$ cat src/rtl/avalon_cmd_master.sv
// Avalon-MM host: runs one single-beat read or write per command and returns one response.
// Requests are asserted the cycle after acceptance, so a write takes 3 cycles and a read 3+READ_LATENCY.
module avalon_cmd_master #(
    parameter int unsigned ADDR_W       = 4,
    parameter int unsigned DATA_W       = 8,
    parameter int unsigned READ_LATENCY = 1,
    parameter int unsigned TIMEOUT      = 255
) (
    input  logic              clk,
    input  logic              rst,

    input  logic              cmd_valid,
    output logic              cmd_ready,
    input  logic              cmd_write,
    input  logic [ADDR_W-1:0] cmd_addr,
    input  logic [DATA_W-1:0] cmd_wdata,

    output logic              rsp_valid,
    output logic              rsp_write,
    output logic              rsp_err,
    output logic [DATA_W-1:0] rsp_data,

    output logic [ADDR_W-1:0] avm_m0_address,
    output logic [DATA_W-1:0] avm_m0_writedata,
    output logic              avm_m0_write,
    output logic              avm_m0_read,
    input  logic [DATA_W-1:0] avm_m0_readdata,
    input  logic              avm_m0_waitrequest,

    output logic              busy
);

    localparam int unsigned LAT_W = 3;
    localparam int unsigned TO_W  = (TIMEOUT < 2) ? 1 : $clog2(TIMEOUT + 1);
    localparam bit          TO_EN = (TIMEOUT != 0);
    localparam logic [TO_W-1:0] TO_LAST = TO_W'(TO_EN ? TIMEOUT - 1 : 0);

    typedef enum logic [2:0] {
        IDLE    = 3'd0,
        WR_REQ  = 3'd1,
        RD_REQ  = 3'd2,
        RD_WAIT = 3'd3,
        RESP    = 3'd4
    } state_t;

    state_t            state;
    logic [LAT_W-1:0]  lat_cnt;
    logic [TO_W-1:0]   to_cnt;
    logic              timeout_hit;

    // Current edge is a stalled edge that brings the stall count up to TIMEOUT.
    assign timeout_hit = TO_EN && avm_m0_waitrequest && (to_cnt == TO_LAST);

    assign cmd_ready = rst && (state == IDLE);
    assign busy      = (state != IDLE);

    always_ff @(posedge clk or negedge rst) begin
        if (!rst) begin
            state            <= IDLE;
            lat_cnt          <= '0;
            to_cnt           <= '0;
            avm_m0_address   <= '0;
            avm_m0_writedata <= '0;
            avm_m0_write     <= 1'b0;
            avm_m0_read      <= 1'b0;
            rsp_valid        <= 1'b0;
            rsp_write        <= 1'b0;
            rsp_err          <= 1'b0;
            rsp_data         <= '0;
        end else begin
            rsp_valid <= 1'b0;
            case (state)
                IDLE: begin
                    if (cmd_valid) begin
                        avm_m0_address   <= cmd_addr;
                        avm_m0_writedata <= cmd_wdata;
                        to_cnt           <= '0;
                        state            <= cmd_write ? WR_REQ : RD_REQ;
                    end
                end

                WR_REQ: begin
                    if (!avm_m0_write) begin
                        avm_m0_write <= 1'b1;
                    end else if (!avm_m0_waitrequest || timeout_hit) begin
                        // waitrequest low wins over a coincident timeout
                        avm_m0_write <= 1'b0;
                        rsp_valid    <= 1'b1;
                        rsp_write    <= 1'b1;
                        rsp_err      <= avm_m0_waitrequest;
                        rsp_data     <= '0;
                        state        <= RESP;
                    end else begin
                        to_cnt <= to_cnt + TO_W'(1);
                    end
                end

                RD_REQ: begin
                    if (!avm_m0_read) begin
                        avm_m0_read <= 1'b1;
                    end else if (!avm_m0_waitrequest) begin
                        avm_m0_read <= 1'b0;
                        lat_cnt     <= LAT_W'(READ_LATENCY);
                        state       <= RD_WAIT;
                    end else if (timeout_hit) begin
                        avm_m0_read <= 1'b0;
                        rsp_valid   <= 1'b1;
                        rsp_write   <= 1'b0;
                        rsp_err     <= 1'b1;
                        rsp_data    <= '0;
                        state       <= RESP;
                    end else begin
                        to_cnt <= to_cnt + TO_W'(1);
                    end
                end

                RD_WAIT: begin
                    lat_cnt <= lat_cnt - LAT_W'(1);
                    if (lat_cnt == LAT_W'(1)) begin
                        rsp_valid <= 1'b1;
                        rsp_write <= 1'b0;
                        rsp_err   <= 1'b0;
                        rsp_data  <= avm_m0_readdata;
                        state     <= RESP;
                    end
                end

                RESP: begin
                    state <= IDLE;
                end

                default: begin
                    state <= IDLE;
                end
            endcase
        end
    end

endmodule
$ cat config.mk
export PLATFORM = sky130hd
export DESIGN_NAME = avalon_cmd_master
export DESIGN_NICKNAME = d
export VERILOG_FILES = /design/src/rtl/avalon_cmd_master.sv
export SDC_FILE = /design/constraint.sdc
export NUM_CORES = 1
export LEC_CHECK = 0
export ABC_CLOCK_PERIOD_IN_PS = 5690
export CAP_MARGIN = 5
export CORE_MARGIN = 4
export CORE_UTILIZATION = 55
export DETAILED_ROUTE_END_ITERATION = 10
export DONT_BUFFER_PORTS = 1
export PLACE_DENSITY = 0.66
export SLEW_MARGIN = 20
export SYNTH_ARGS = -nofsm -noshare
export SYNTH_HDL_FRONTEND = slang
export SYNTH_SLANG_ARGS = --single-unit
$ cat constraint.sdc
create_clock -name clk -period 5.69 [get_ports clk]
set_input_delay 1.138 -clock clk [delete_from_list [all_inputs] [get_ports clk]]
set_output_delay 1.138 -clock clk [all_outputs]
set_load 0.05 [all_outputs]
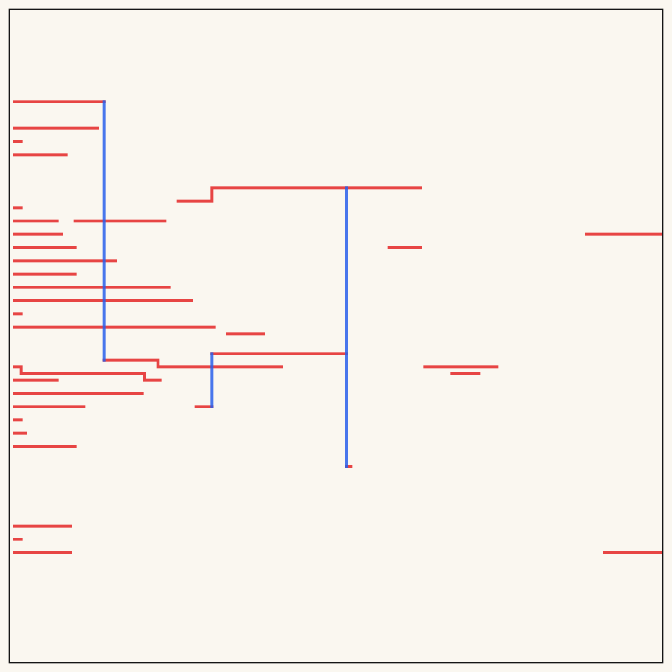
Figure 1: signal wires by layer.
Only two layers are drawn.
legend:
  met4:
    color: blue
    wire_length: 60.5 um
  met3:
    color: red
    wire_length: 273 um
number of vias after detailed routing: 1418
WL per Instance: 14.78 um
WL final: 3814 um
GR Util All Layers: 20.24%

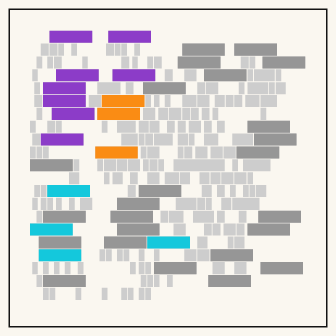
Figure 2: where the registers sit.
Other sequential cells in the stronger gray, the rest of the logic in the fainter gray.
legend:
  `avm_m0_address`:
    color: cyan
    flops: 4
  `rsp_data`:
    color: purple
    flops: 8
    where: top left
  `state`:
    color: orange
    flops: 3
not colored: 24
proportion of cell area occupied by registers: 48.48%
Seq. pwr: 746 uW

==> flow report <==
CELLS AND AREA
---------------------------------------------------------------------------------
Final layout net count .............................................          240
Relative area change from synthesis to final layout ................       5.647%
Layout cells sized above 1 .........................................       7.075%
Top Layout Cells ................................................... nand2_1 (60), dfrtp_1 (39), o21ai_1 (15)
# diodes ...........................................................            0
Design area ........................................................     2013 um2

POWER
---------------------------------------------------------------------------------
Ratio of total power to cell area .................................. 655.3 nW/um2
Maximum resistive drop on vdd ......................................     371.9 uV
Overall power after layout .........................................     1.319 mW
Static power due to leakage ........................................    0.9443 nW

TIMING
---------------------------------------------------------------------------------
Final critical path time including I/O delays and setup ............      2926 ps
Number of endpoints with negative hold slack in the final report ...            0
Setup violation total in the final timing report ...................            0
Clock skew after layout ............................................     12.83 ps
Number of pins with negative max-slew slack in the final report ....            0
Final hold slack ...................................................     465.7 ps

DIE
---------------------------------------------------------------------------------
Standard cell core area ............................................     3337 um2
Number of rows created at floorplan ................................           21
Core Density at Floorplan ..........................................       57.11%
Die width ..........................................................     66.86 um
Die Outline Area ...................................................     4470 um2

PLACE
---------------------------------------------------------------------------------
Global placer's final weighted congestion ..........................       0.8334

GLOBAL ROUTING
---------------------------------------------------------------------------------
Initial antenna violation count ....................................            0
Number of global-route vias before repair ..........................         1430
GRT busiest layer ..................................................         met2
GR met2 Demand/Resource ............................................       31.56%
First-pass GRT wire length .........................................      6727 um

SETUP PATH
---------------------------------------------------------------------------------
Endpoint kind of the worst setup timing path ....................... primary output
Start-to-end type of the worst setup path ..........................      reg2out
CP required ........................................................      4550 ps
Maximum fanout along the worst path ................................           14

CLOCK TREE
---------------------------------------------------------------------------------
Number of hold buffers added after CTS .............................            0
Num CTS Buffers ....................................................            5
Number of setup buffers added after CTS ............................            0
Register clock-pin slew on the reported worst setup and hold paths .       120 ps
Clock tree from TritonCTS ..........................................          yes
Maximum count of clock buffers along a single path .................            2
CTS HTree Levels ...................................................            2
Latency at later pin ...............................................       350 ps

SYNTHESIS
---------------------------------------------------------------------------------
Post-synth EDFFs ...................................................            0
Largest cells by area after synthesis .............................. dfrtp_1 (51%), nand2_1 (12%), o31ai_1 (4.3%), o21ai_1 (3.9%), ha_1 (2.6%)
Fraction of synthesized cell area taken by the top area cell type ..       51.21%
Mux frac, synth ....................................................       1.641%
Yosys stat cell total ..............................................          214
Asr flop ratio synth ...............................................       100.0%
Fa+ha+maj area frac ................................................       2.626%
Chip area line of the yosys report .................................     1906 um2
Cell types with the highest counts after synthesis ................. nand2_1 (60), dfrtp_1 (39), o21ai_1 (15)
Area leader, netlist ...............................................      dfrtp_1
Most repeated cell in the gate-level netlist after synthesis .......      nand2_1
Yosys warning total ................................................            0
Dominant kind of combinational cell ................................ simple AND/OR/NAND/NOR gates
Net count after synthesis ..........................................          243
Post-Synthesis Cells ...............................................          214
Simple-gate share of the synthesized area ..........................       24.56%

DRT
---------------------------------------------------------------------------------
Number of antenna-violating nets in the routed design ..............            0
Number of iterations in the first detailed-routing pass ............            4
Sum of routed wire segments on met1 ................................      1719 um
Routed via count divided by cell count .............................        5.496
Post-route DRC .....................................................            0

RUN STATUS
---------------------------------------------------------------------------------
Run status ......................................................... finished clean

MIN PATH
---------------------------------------------------------------------------------
Worst min-delay path category ......................................     in2async

RUN
---------------------------------------------------------------------------------
Max cap viols ......................................................            0
Log Warnings .......................................................           28

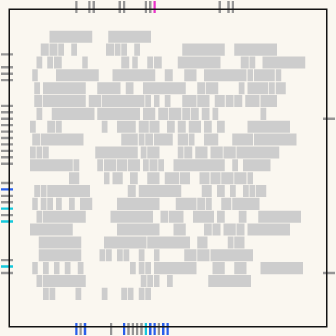
Figure 3: pin map.
Pins as bars across the die edge, other pins in gray.
legend:
  `rsp_err`:
    color: magenta
    pins: 1
    direction: output
    edge: top
  `cmd_addr`:
    color: cyan
    pins: 4
    direction: input
    edge: 3 left, 1 bottom
  `avm_m0_writedata`:
    color: blue
    pins: 8
    direction: output
    edge: 7 bottom, 1 left
all pins by edge: 24 left, 15 bottom, 11 top, 2 right
Vert. Die Dim: 66.86 um
quantity of I/O buffers inserted on ports: 0

power by group:
group | leakage [nW] | total [mW] | internal (mW) | switching [mW]
sequential | 0.502 | 0.746 | 0.373 | 0.373
combinational | 0.394 | 0.379 | 0.134 | 0.245
clock | 0.0482 | 0.194 | 0.104 | 0.0899
total | 0.944 | 1.32 | 0.611 | 0.708
layout make-up:
cell class,count,area (um2)
multi-input cells,156,855.8
flip-flops and latches,39,975.9
clock inverters,2,35.03
clock buffers,6,51.30
inverters,8,30.03
well taps,46,57.56
fillers,318,1324
repair buffers,1,7.507
worst paths after layout:
path / start / slack (ps) / end
setup / recovery: state[1] / 2760 / cmd_ready
hold / removal: rst / 470 / avm_m0_writedata[2]
setup reg to reg: state[1] / 3100 / to_cnt[6]
hold reg to reg: lat_cnt[1] / 510 / lat_cnt[1]
max in group asynchronous: rst / 5130 / rsp_data[3]
min in group clk: lat_cnt[1] / 510 / lat_cnt[1]
registers in the layout, indices dropped and copies added (netlist names):
name,flops
avm_m0_writedata,8
avm_m0_write,1
rsp_write,1
lat_cnt,3
avm_m0_read,1
rsp_data,8
avm_m0_address,4
rsp_err,1
to_cnt,8
state,3
rsp_valid,1
kinds of logic (layout without fill, tap and decap cells):
logic type / after synthesis / in the layout
compound gates: 44 / 44
flops: 39 / 39
simple gates: 104 / 104
buf+inv: 19 / 17
xor+xnor: 1 / 1
fa+ha+maj: 4 / 4
mux: 3 / 3
stage by stage:
stage	worst slack, ps	instances	utilization [%]
floorplan	3007	214	-
global placement	2986	250	57.74
detailed placement	2978	250	57.74
CTS	2761	258	60.33
global route	2625	258	60.33
finish	2764	258	60.33
worst max-delay path, cell delays in order, from the launching register on:
cell and delay [ps]:
dfrtp_1 550, nor3_1 380, and2_1 510
Power figures rest on the tool's default switching activity, not on a simulated workload.
